Cell classes on the final placement:
(1.5 px per um)
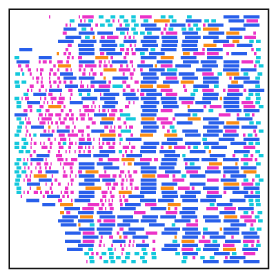
Sequential cells colored by netlist name:
(1.5 px per um) Other sequential cells in the stronger gray, the rest of the logic in the fainter gray.
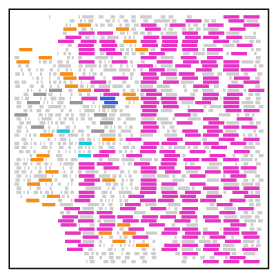
Clock distribution:
(1.5 px per um)
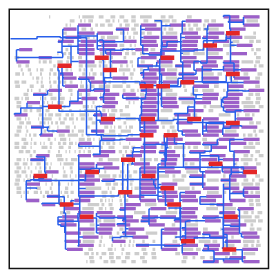
Cell outlines without signal wires:
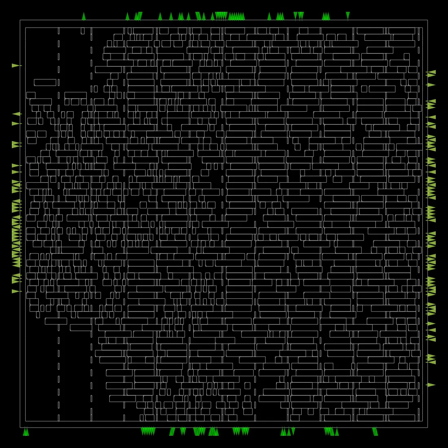
==> src/rtl/ipb_pkg.sv <==
// ----------------------------------------------------------------------------
// ipb_pkg
// Shared definitions for the instruction prefetch buffer:
//   ipb_state_e          - controller state encoding (IDLE / FETCH / FLUSH)
//   ipb_entry_t          - one 64-bit buffer entry {instruction, pc}
//   IPB_DEPTH_DEFAULT    - default buffer depth / outstanding-request limit
//   IPB_RESET_PC_DEFAULT - default first fetch address after reset
// ----------------------------------------------------------------------------
package ipb_pkg;

  typedef enum logic [1:0] {
    IDLE  = 2'd0,
    FETCH = 2'd1,
    FLUSH = 2'd2
  } ipb_state_e;

  typedef struct packed {
    logic [31:0] inst;
    logic [31:0] pc;
  } ipb_entry_t;

  localparam int unsigned IPB_DEPTH_DEFAULT    = 4;
  localparam logic [31:0] IPB_RESET_PC_DEFAULT = 32'h0000_0000;

endpackage

==> src/rtl/ipb_fifo.sv <==
// ----------------------------------------------------------------------------
// ipb_fifo
// Synchronous DEPTH x 64-bit FIFO holding fetched {instruction, pc} pairs.
// Head entry is presented combinationally; push and pop in the same cycle
// both take effect. Clear empties the FIFO and wins over push/pop.
// Ports:
//   clk, rst_n  - clock, asynchronous active-low reset (control state only)
//   i_push      - write i_data at the tail
//   i_pop       - drop the head entry (ignored when empty)
//   i_clear     - discard all entries
//   i_data      - entry to write
//   o_data      - head entry (undefined when o_count == 0)
//   o_count     - number of valid entries
// ----------------------------------------------------------------------------
module ipb_fifo
  import ipb_pkg::*;
#(
  parameter int DEPTH = IPB_DEPTH_DEFAULT
) (
  input  logic                     clk,
  input  logic                     rst_n,
  input  logic                     i_push,
  input  logic                     i_pop,
  input  logic                     i_clear,
  input  ipb_entry_t               i_data,
  output ipb_entry_t               o_data,
  output logic [$clog2(DEPTH):0]   o_count
);

  localparam int AW = $clog2(DEPTH);
  localparam logic [AW:0] FULL_CNT = (AW + 1)'(DEPTH);

  ipb_entry_t    r_mem [DEPTH];
  logic [AW-1:0] r_wptr;
  logic [AW-1:0] r_rptr;
  logic [AW:0]   r_count;
  logic          w_do_push;
  logic          w_do_pop;

  assign w_do_pop  = i_pop && (r_count != '0);
  // A full FIFO can still accept a write when the head leaves in the same cycle.
  assign w_do_push = i_push && ((r_count != FULL_CNT) || w_do_pop);

  always_ff @(posedge clk or negedge rst_n) begin
    if (!rst_n) begin
      r_wptr  <= '0;
      r_rptr  <= '0;
      r_count <= '0;
    end else if (i_clear) begin
      r_wptr  <= '0;
      r_rptr  <= '0;
      r_count <= '0;
    end else begin
      if (w_do_push) r_wptr <= r_wptr + AW'(1);
      if (w_do_pop)  r_rptr <= r_rptr + AW'(1);
      r_count <= r_count + (AW + 1)'(w_do_push) - (AW + 1)'(w_do_pop);
    end
  end

  // Storage carries no reset; validity is tracked by r_count alone.
  always_ff @(posedge clk) begin
    if (w_do_push && !i_clear) r_mem[r_wptr] <= i_data;
  end

  assign o_data  = r_mem[r_rptr];
  assign o_count = r_count;

endmodule

==> src/rtl/inst_prefetch_buffer.sv <==
// ----------------------------------------------------------------------------
// inst_prefetch_buffer
// Fetches sequential instruction words ahead of the core into a small FIFO,
// keeping at most DEPTH words buffered-or-in-flight. A redirect flushes the
// buffer and drains responses still in flight before fetching the new path.
// Parameters: DEPTH (power of 2, 2..16), RESET_PC (first fetch address).
// Ports:
//   clk, rst_n               - clock, asynchronous active-low reset
//   redirect, redirect_pc    - core PC change; flushes buffer
//   inst_out, inst_pc        - head instruction and its address (0 when empty)
//   inst_valid, inst_ready   - head valid / core pops head
//   mem_req, mem_addr        - memory read request and word address
//   mem_gnt                  - request accepted
//   mem_rvalid, mem_rdata    - in-order read response
//   perf_starve_cnt          - only with IPB_PERF_EN defined: saturating count
//                              of cycles the core waited on an empty buffer
// ----------------------------------------------------------------------------
module inst_prefetch_buffer
  import ipb_pkg::*;
#(
  parameter int          DEPTH    = IPB_DEPTH_DEFAULT,
  parameter logic [31:0] RESET_PC = IPB_RESET_PC_DEFAULT
) (
  input  logic        clk,
  input  logic        rst_n,
  input  logic        redirect,
  input  logic [31:0] redirect_pc,
  output logic [31:0] inst_out,
  output logic [31:0] inst_pc,
  output logic        inst_valid,
  input  logic        inst_ready,
  output logic        mem_req,
  output logic [31:0] mem_addr,
  input  logic        mem_gnt,
  input  logic        mem_rvalid,
  input  logic [31:0] mem_rdata
`ifdef IPB_PERF_EN
  ,
  output logic [31:0] perf_starve_cnt
`endif
);

  localparam int          CW      = $clog2(DEPTH) + 1;
  localparam logic [CW:0] LIMIT_X = (CW + 1)'(DEPTH);

  ipb_state_e    r_state;
  logic [31:0]   r_fetch_pc;
  logic [CW-1:0] r_outstanding;
  logic [CW-1:0] r_stale;

  logic [CW-1:0] w_fifo_count;
  ipb_entry_t    w_head;
  ipb_entry_t    w_push_data;
  logic          w_mem_req;
  logic          w_grant;
  logic          w_rsp;
  logic          w_redirect;
  logic          w_push;
  logic          w_pop;
  logic [CW-1:0] w_stale_next;

  assign w_mem_req  = (r_state == FETCH) &&
                      (({1'b0, w_fifo_count} + {1'b0, r_outstanding}) < LIMIT_X);
  assign w_grant    = w_mem_req && mem_gnt;
  assign w_redirect = redirect && (r_state != IDLE);

  // A response only counts when something is actually in flight; strays are dropped.
  assign w_rsp = mem_rvalid &&
                 (((r_state == FETCH) && (r_outstanding != '0)) ||
                  ((r_state == FLUSH) && (r_stale != '0)));

  assign w_push = w_rsp && (r_state == FETCH) && !w_redirect;
  assign w_pop  = inst_valid && inst_ready && !w_redirect;

  // Requests since the last redirect are consecutive words, so the oldest
  // in-flight request (the one answering now) is fetch_pc - 4*outstanding.
  assign w_push_data.inst = mem_rdata;
  assign w_push_data.pc   = r_fetch_pc - (32'(r_outstanding) << 2);

  // In-flight count left behind by a redirect: FETCH tracks it as outstanding,
  // FLUSH as stale (no grants can occur in FLUSH).
  assign w_stale_next = ((r_state == FLUSH) ? r_stale : r_outstanding) +
                        CW'(w_grant) - CW'(w_rsp);

  ipb_fifo #(
    .DEPTH (DEPTH)
  ) u_fifo (
    .clk     (clk),
    .rst_n   (rst_n),
    .i_push  (w_push),
    .i_pop   (w_pop),
    .i_clear (w_redirect),
    .i_data  (w_push_data),
    .o_data  (w_head),
    .o_count (w_fifo_count)
  );

  always_ff @(posedge clk or negedge rst_n) begin
    if (!rst_n) begin
      r_state       <= IDLE;
      r_fetch_pc    <= RESET_PC;
      r_outstanding <= '0;
      r_stale       <= '0;
    end else if (w_redirect) begin
      r_fetch_pc    <= {redirect_pc[31:2], 2'b00};
      r_outstanding <= '0;
      r_stale       <= w_stale_next;
      r_state       <= (w_stale_next != '0) ? FLUSH : FETCH;
    end else begin
      case (r_state)
        IDLE: begin
          r_state <= FETCH;
        end
        FETCH: begin
          if (w_grant) r_fetch_pc <= r_fetch_pc + 32'd4;
          r_outstanding <= r_outstanding + CW'(w_grant) - CW'(w_rsp);
        end
        FLUSH: begin
          if (r_stale == '0) begin
            r_state <= FETCH;
          end else if (w_rsp) begin
            r_stale <= r_stale - CW'(1);
            if (r_stale == CW'(1)) r_state <= FETCH;
          end
        end
        default: begin
          r_state <= IDLE;
        end
      endcase
    end
  end

  assign inst_valid = (w_fifo_count != '0);
  assign inst_out   = inst_valid ? w_head.inst : 32'h0;
  assign inst_pc    = inst_valid ? w_head.pc   : 32'h0;
  assign mem_req    = w_mem_req;
  assign mem_addr   = r_fetch_pc;

`ifdef IPB_PERF_EN
  logic [31:0] r_perf_starve_cnt;

  always_ff @(posedge clk or negedge rst_n) begin
    if (!rst_n) begin
      r_perf_starve_cnt <= '0;
    end else if (inst_ready && !inst_valid && (r_state != IDLE) &&
                 (r_perf_starve_cnt != '1)) begin
      r_perf_starve_cnt <= r_perf_starve_cnt + 32'd1;
    end
  end

  assign perf_starve_cnt = r_perf_starve_cnt;
`endif

endmodule

==> config.mk <==
export PLATFORM = sky130hd
export DESIGN_NAME = inst_prefetch_buffer
export DESIGN_NICKNAME = d
export VERILOG_FILES = /design/src/rtl/ipb_pkg.sv /design/src/rtl/ipb_fifo.sv /design/src/rtl/inst_prefetch_buffer.sv
export SDC_FILE = /design/constraint.sdc
export NUM_CORES = 1
export LEC_CHECK = 0
export CELL_PAD_IN_SITES_DETAIL_PLACEMENT = 1
export CELL_PAD_IN_SITES_GLOBAL_PLACEMENT = 1
export CORE_MARGIN = 2
export CORE_UTILIZATION = 46
export CTS_CLUSTER_DIAMETER = 60
export DETAILED_ROUTE_END_ITERATION = 8
export PLACE_DENSITY = 0.78
export SLEW_MARGIN = 20
export SYNTH_ARGS = -nofsm -noshare
export SYNTH_HDL_FRONTEND = slang
export SYNTH_SLANG_ARGS = --single-unit
export TNS_END_PERCENT = 20
==> constraint.sdc <==
create_clock -name clk -period 4.45 [get_ports clk]
set_input_delay 0.6675 -clock clk [delete_from_list [all_inputs] [get_ports clk]]
set_output_delay 0.6675 -clock clk [all_outputs]
set_load 0.02 [all_outputs]
==> flow_summary.ini <==
; flow metrics
[run_status]
outcome = complete, no violations

[power]
pg_clk_mw = 2.66
seqPwrFrac = 0.373
pwr-share-clk = 0.252
comb_cell_power_mw = 3.96
irDropWorstVdd_uv = 348
switching_share = 0.348
maxPowerGroup = combinational logic
leakage_nw = 5.40

[worst_setup_path]
crit_cells = 4
cp_max_fo = 30
rrSetupSlack_ps = 1400
endpoint_kind = output pin
endpoint = inst_out[19]
criticalPathCategory = reg2out
start_kind = register
path_buffers = 2

[logic_synthesis]
yosys-top-cells-count = edfxtp_1, and2_1, mux4_2, nand2_1, dfrtp_1
yosysChipArea_mm2 = 0.0130
simple_gate_share = 0.107
synthArstFlopShare = 0.154

[flow_run]
max-cap-violations = 0

[place]
hpwlAfterDp_um = 19800
placedInstanceArea_mm2 = 0.0150

[clocking]
clock-sinks = 293
post_cts_buffers = 0
insertion_delay_ps = 540

[finish]
finalNetCount = 1083
top_register = u_fifo.r_mem
comb_share = 0.253
largest_register_ffs = 248
drive_gt1_frac = 0.137

[route]
wl_met2_um = 15400
wl_met1_um = 13200

[worst_hold_path]
min_path_type = in2async

[timing]
fmax_mhz = 275

[global_route]
grt_antenna_before_repair = 0
About 'cell classes on the final placement':
[flip-flops] blue | cells: 293 | share of their area: 55%
[all other logic] magenta | cells: 490 | share of their area: 27%
[other buffers and delay cells] cyan | cells: 174 | share of their area: 11%
[clock drivers and dummy loads] orange | cells: 57 | share of their area: 6.8%
Design Area, Final: 0.0160 mm^2
fin util: 0.577
core area: 0.0278 mm^2
FP Rows: 61
sequential share of cell area: 0.535

About 'sequential cells colored by netlist name':
[u_fifo.r_rptr] blue | flops: 2
[mem_addr] orange | flops: 30
[r_outstanding] cyan | flops: 3
[u_fifo.r_mem] magenta | flops: 248

About 'clock distribution':
[cells driving clock nets] red | count: 31
[flip-flops] purple | count: 293
[clock wires] blue | length: 3420 um
flops lie: all over the die

About 'cell outlines without signal wires':
FILL cells: 2630
Tapcells: 378
Non-Filler Instances: 1392
seq_cells: 293

Power is estimated from default activity; no workload was simulated.
